[config.mk]
export PLATFORM = sky130hd
export DESIGN_NAME = key_cmd_gen
export DESIGN_NICKNAME = d
export VERILOG_FILES = /design/src/rtl/key_cmd_gen_pkg.sv /design/src/rtl/key_debounce.sv /design/src/rtl/key_cmd_gen.sv
export SDC_FILE = /design/constraint.sdc
export NUM_CORES = 1
export LEC_CHECK = 0
export ABC_AREA = 1
export CAP_MARGIN = 20
export CORE_UTILIZATION = 29
export DETAILED_ROUTE_END_ITERATION = 8
export GPL_TIMING_DRIVEN = 1
export PLACE_DENSITY = 0.42
export SLEW_MARGIN = 20
export SYNTH_ARGS = -nofsm -noshare
export SYNTH_HDL_FRONTEND = slang
export SYNTH_SLANG_ARGS = --single-unit
[constraint.sdc]
create_clock -name Clk -period 1.6 [get_ports Clk]
set_input_delay 0.24 -clock Clk [delete_from_list [all_inputs] [get_ports Clk]]
set_output_delay 0.24 -clock Clk [all_outputs]
set_load 0.03 [all_outputs]
[src/rtl/key_cmd_gen_pkg.sv]
// Shared constants for the front-panel key stage: one-hot digit selects,
// default debounce/repeat timing, key indices and the run-state encoding.
package key_cmd_gen_pkg;

    localparam logic [2:0] SEL_UNITS    = 3'b001;
    localparam logic [2:0] SEL_TENS     = 3'b010;
    localparam logic [2:0] SEL_HUNDREDS = 3'b100;

    localparam int DEF_DEB_CYCLES    = 1_000_000;
    localparam int DEF_REPEAT_DELAY  = 25_000_000;
    localparam int DEF_REPEAT_PERIOD = 5_000_000;

    localparam int NUM_KEYS  = 5;
    localparam int KEY_UP    = 0;
    localparam int KEY_DOWN  = 1;
    localparam int KEY_SEL   = 2;
    localparam int KEY_START = 3;
    localparam int KEY_RST   = 4;

    typedef enum logic {
        ST_IDLE = 1'b0,
        ST_RUN  = 1'b1
    } run_state_t;

    // Digit rotation units -> tens -> hundreds -> units; illegal codes recover to units.
    function automatic logic [2:0] sel_next(input logic [2:0] cur);
        case (cur)
            SEL_UNITS: return SEL_TENS;
            SEL_TENS:  return SEL_HUNDREDS;
            default:   return SEL_UNITS;
        endcase
    endfunction

endpackage

[src/rtl/key_debounce.sv]
// One push-button: two-flop synchroniser followed by a debounce counter.
// held is the debounced level (1 = pressed); press is a one-cycle pulse on
// the debounced released->pressed transition.
module key_debounce
    import key_cmd_gen_pkg::*;
#(
    parameter int DEB_CYCLES = DEF_DEB_CYCLES
) (
    input  logic Clk,
    input  logic Reset_n,
    input  logic key_n,
    output logic held,
    output logic press
);

    localparam int CW = $clog2(DEB_CYCLES + 1);
    localparam logic [CW-1:0] CNT_LAST = CW'(DEB_CYCLES - 1);

    logic          sync_q1;
    logic          sync_q2;
    logic          stable_q;
    logic          press_q;
    logic [CW-1:0] cnt_q;

    // Synchronise, count consecutive disagreeing cycles, flip the stable level on the last one.
    always_ff @(posedge Clk) begin
        if (!Reset_n) begin
            sync_q1  <= 1'b1;
            sync_q2  <= 1'b1;
            stable_q <= 1'b1;
            cnt_q    <= '0;
            press_q  <= 1'b0;
        end else begin
            sync_q1 <= key_n;
            sync_q2 <= sync_q1;
            press_q <= 1'b0;
            if (sync_q2 == stable_q) begin
                cnt_q <= '0;
            end else if (cnt_q == CNT_LAST) begin
                stable_q <= sync_q2;
                cnt_q    <= '0;
                press_q  <= ~sync_q2;
            end else begin
                cnt_q <= cnt_q + CW'(1);
            end
        end
    end

    assign held  = ~stable_q;
    assign press = press_q;

endmodule

[src/rtl/key_cmd_gen.sv]
// Front-panel command generator feeding counter_down: debounced key presses
// become one-hot inc/dec pulses (with hold-to-repeat), start/reset pulses,
// the run level and the selected digit.
//
//  state   | meaning
//  --------+---------------------------------------------------------------
//  ST_IDLE | counter stopped; up/down/sel editing allowed, start accepted
//  ST_RUN  | counter running; editing locked out, only rst leaves
module key_cmd_gen
    import key_cmd_gen_pkg::*;
#(
    parameter int DEB_CYCLES    = DEF_DEB_CYCLES,
    parameter int REPEAT_DELAY  = DEF_REPEAT_DELAY,
    parameter int REPEAT_PERIOD = DEF_REPEAT_PERIOD
) (
    input  logic       Clk,
    input  logic       Reset_n,
    input  logic       key_up_n,
    input  logic       key_down_n,
    input  logic       key_sel_n,
    input  logic       key_start_n,
    input  logic       key_rst_n,
    output logic [2:0] cnt_inc,
    output logic [2:0] cnt_dec,
    output logic       cnt_down,
    output logic       start_flag,
    output logic       reset_flag,
    output logic [2:0] sel
);

    localparam int REP_MAX = (REPEAT_DELAY > REPEAT_PERIOD) ? REPEAT_DELAY : REPEAT_PERIOD;
    localparam int RW      = $clog2(REP_MAX + 1);
    // Loads are one short because the terminal cycle itself counts as a timer cycle.
    localparam logic [RW-1:0] DELAY_LOAD  = RW'(REPEAT_DELAY - 1);
    localparam logic [RW-1:0] PERIOD_LOAD = RW'(REPEAT_PERIOD - 1);

    logic [NUM_KEYS-1:0] raw_n;
    logic [NUM_KEYS-1:0] held;
    logic [NUM_KEYS-1:0] press;
    logic                unused_held;

    run_state_t    state_q;
    run_state_t    state_d;
    logic          rep_armed_q;
    logic [RW-1:0] rep_tmr_q;
    logic          edit_ok;
    logic          rep_hit;
    logic          up_fire;
    logic          dn_fire;
    logic          start_d;
    logic          reset_d;

    assign raw_n = {key_rst_n, key_start_n, key_sel_n, key_down_n, key_up_n};

    for (genvar i = 0; i < NUM_KEYS; i++) begin : g_key
        key_debounce #(.DEB_CYCLES(DEB_CYCLES)) u_deb (
            .Clk    (Clk),
            .Reset_n(Reset_n),
            .key_n  (raw_n[i]),
            .held   (held[i]),
            .press  (press[i])
        );
    end

    // sel/start/rst act only on their press pulse; their levels are not needed.
    assign unused_held = ^held[KEY_RST:KEY_SEL];

    // Decide whether an up/down pulse goes out this cycle (press or repeat tick).
    always_comb begin
        edit_ok = (state_q == ST_IDLE) && !(held[KEY_UP] && held[KEY_DOWN]);
        rep_hit = rep_armed_q && (rep_tmr_q == '0);
        up_fire = edit_ok && (press[KEY_UP]   || (rep_hit && held[KEY_UP]));
        dn_fire = edit_ok && (press[KEY_DOWN] || (rep_hit && held[KEY_DOWN]));
    end

    // Repeat down-counter: armed by a press, reloaded on each tick, cleared when editing stops.
    always_ff @(posedge Clk) begin
        if (!Reset_n) begin
            rep_armed_q <= 1'b0;
            rep_tmr_q   <= '0;
        end else if (!edit_ok || !(held[KEY_UP] || held[KEY_DOWN])) begin
            rep_armed_q <= 1'b0;
            rep_tmr_q   <= '0;
        end else if (press[KEY_UP] || press[KEY_DOWN]) begin
            rep_armed_q <= 1'b1;
            rep_tmr_q   <= DELAY_LOAD;
        end else if (rep_hit) begin
            rep_tmr_q <= PERIOD_LOAD;
        end else if (rep_tmr_q != '0) begin
            rep_tmr_q <= rep_tmr_q - RW'(1);
        end
    end

    // Run-state register.
    always_ff @(posedge Clk) begin
        if (!Reset_n) begin
            state_q <= ST_IDLE;
        end else begin
            state_q <= state_d;
        end
    end

    // Run-state transitions; rst always wins over a simultaneous start.
    always_comb begin
        state_d = state_q;
        case (state_q)
            ST_IDLE: if (!press[KEY_RST] && press[KEY_START]) state_d = ST_RUN;
            ST_RUN:  if (press[KEY_RST]) state_d = ST_IDLE;
            default: state_d = ST_IDLE;
        endcase
    end

    // Run-state outputs: run level plus the start/reset pulse requests.
    always_comb begin
        cnt_down = (state_q == ST_RUN);
        reset_d  = press[KEY_RST];
        start_d  = (state_q == ST_IDLE) && !press[KEY_RST] && press[KEY_START];
    end

    // Registered command outputs and digit selection; pulses use the pre-rotation sel.
    always_ff @(posedge Clk) begin
        if (!Reset_n) begin
            cnt_inc    <= '0;
            cnt_dec    <= '0;
            start_flag <= 1'b0;
            reset_flag <= 1'b0;
            sel        <= SEL_UNITS;
        end else begin
            cnt_inc    <= up_fire ? sel : 3'b000;
            cnt_dec    <= dn_fire ? sel : 3'b000;
            start_flag <= start_d;
            reset_flag <= reset_d;
            if (press[KEY_RST]) begin
                sel <= SEL_UNITS;
            end else if (press[KEY_SEL] && (state_q == ST_IDLE)) begin
                sel <= sel_next(sel);
            end
        end
    end

endmodule
==> flow_metrics.py <==
# Generated from Yosys and OpenROAD reports
metrics = {
    "clock_network": {
        "cts_setup_buffers": 1,
        "insertion_delay_ps": 430,
        "cts.sinks": 158,
        "cts_resized": 13,
    },
    "final_timing": {
        "finalSetupTns_ps": 0,
        "grt_setup_unrepaired": "yes",
        "worstMarginPinSlew_ps": 374,
        "final-setup-viol-count": 0,
        "slew_viol_final": 0,
        "fin_crit_ps": 1500,
    },
    "power": {
        "internal_power_uw": 6260,
        "power.leakage_uw": 0.00369,
        "p_sw_uw": 1930,
        "p_seq_share_pct": 48.2,
        "maxPowerGroup": "the clock network",
        "sw_frac_of_total_pct": 23.6,
        "cellPowerDensity_nw_per_um2": 836,
        "finalPower_uw": 8200,
    },
    "cells_and_area": {
        "instances_no_fill": 1527,
        "diodes": 0,
        "drive_gt1_share_pct": 21.3,
        "nMultiInputCombCells": 762,
        "flops": 158,
        "lay_top_count": "nand2_1",
        "signal_buffers": 101,
        "num-clock-buffers": 18,
        "logic_area_um2": 4160,
        "nNonClkInverters": 139,
        "final_area_um2": 9810,
    },
    "grt": {
        "grt_max_degree": 21,
        "gr-usage-all-layers_pct": 13.4,
        "antenna_found_initial": 1,
        "grt_pass1_wl_mm": 30.1,
        "grt-ovfl-total": 0,
    },
    "run_status": {
        "status": "finished, violations left",
        "violations": "DRC",
    },
    "critical_path": {
        "crit_type": "flop to flop",
        "crit_family": "simple AND/OR/NAND/NOR gates",
        "end_kind": "flop",
        "critical-path-slowest-cell": "dfxtp_2",
        "reg2reg_slack_ps": 100,
        "required_ps": 1920,
        "cp_common_cell": "nand3_2",
        "critPathLaunch": "g_key[4].u_deb.cnt_q[0]",
        "crit_path_start_kind": "flop",
    },
    "logic_synthesis": {
        "edf_count": 0,
        "yosys-top-cells-count": "nand2_1, nor2_1, dfxtp_1, inv_1, nand3_1",
        "yosys-top-cells-area": "dfxtp_1, nand2_1, nor2_1",
        "ys_cells": 1072,
        "ys_seq_share_pct": 40.7,
        "ff_type": "dfxtp_1",
        "top_cell_area_share_pct": 40.7,
        "synth_async_sr_flop_share_pct": 0,
        "synth-area-yosys_um2": 7760,
        "ys_types": 46,
        "synthCells": 1072,
        "synth_flops": 158,
    },
    "place": {
        "placed_cells": 1485,
        "port_buffers": 18,
        "dpl.hpwl_mm": 13.4,
    },
    "job": {
        "max-cap-violations": 0,
        "warnings": 28,
    },
    "worst_hold_path": {
        "hold_depth": 1,
        "hold_start": "g_key[3].u_deb.sync_q1",
    },
    "route": {
        "viasPerCell": 4.42,
        "drtAntennaViolNets": 0,
        "first_pass_iters": 6,
        "drc_errors": 4,
    },
    "die": {
        "dieHeight_um": 166,
        "dieArea_um2": 27400,
        "fp-utilization_pct": 29.7,
        "nWellTaps": 335,
    },
}
-- metal layers --
layer  track usage [%]  vias to the layer above  part of all wire [%]
met2              22.2                       45                    46
met1              17.3                     3025                    50
met3              2.72                       23                   2.3
met4              5.04                        2                   1.6
met5                 0                        -                 0.060
li1                  -                     3648                     -
-- registers in the layout, summed over array words and instances (netlist names), 3 cells and up --
name and count:
g_key.u_deb.press 5, g_key.u_deb.sync_q2 5, rep_tmr_q 25, g_key.u_deb.cnt_q 100
cnt_dec 3, g_key.u_deb.sync_q1 5, sel 3, g_key.u_deb.stable_q 5
cnt_inc 3
-- cells by family after synthesis --
| family | synth area share, % |
|---|---|
| simple gates | 38.6 |
| flops | 40.7 |
| buf+inv | 8.27 |
| compound gates | 5.93 |
| fa+ha+maj | 1.13 |
| xor+xnor | 5.30 |
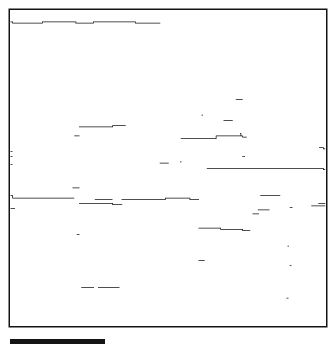
(met3 routing)
The bar under the picture is 50 µm long.
longest straight run: 61.0 µm
wire length on this layer: 425 µm

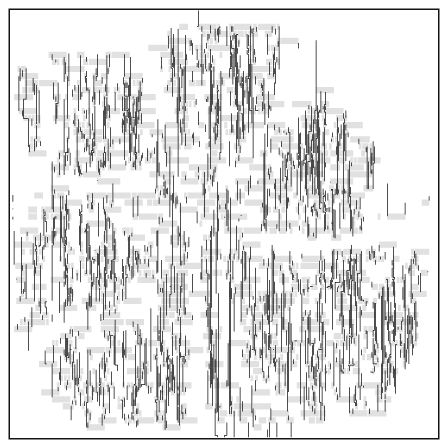
(signal wires on met2)
Cells faint in the background.
main direction: vertical
wire length on this layer: 8410 µm
WL final: 18.3 mm
total number of vias: 6743
met2 global-route usage: 22.2%

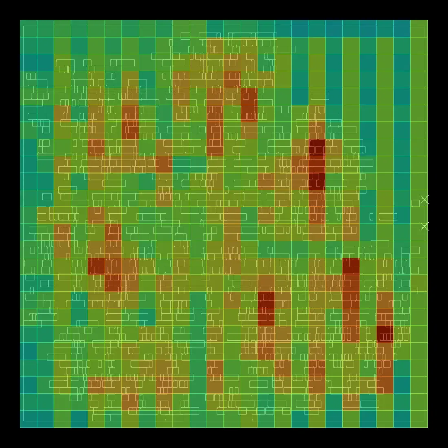
(routing congestion)
met3 usage: 2.72%
wire per inst: 12.0 µm
post-layout util: 37.5%
GR Util met1: 17.3%

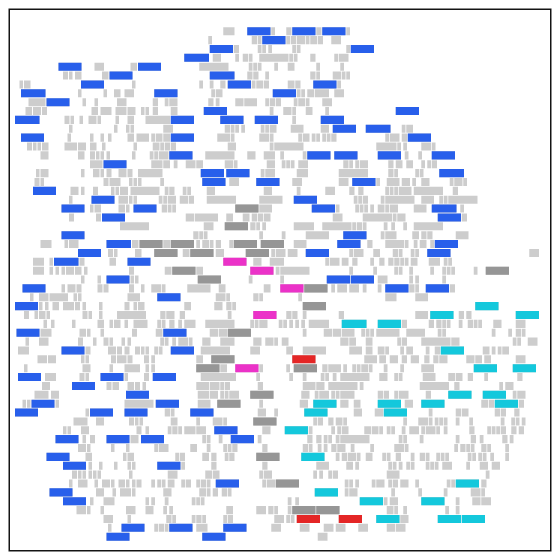
(sequential cells grouped by signal name)
Other sequential cells in the stronger grey, the rest of the logic in the fainter grey.
| colour | name in the netlist | sequential cells |
|---|---|---|
| magenta | g_key.u_deb.press | 5 |
| red | cnt_inc | 3 |
| blue | g_key.u_deb.cnt_q | 100 |
| cyan | rep_tmr_q | 25 |
not coloured: 25
Seq/total area: 32.4%
Seq. pwr: 3950 µW
area occupied by registers: 3180 µm²

Power figures rest on the tool's default switching activity, not on a simulated workload.
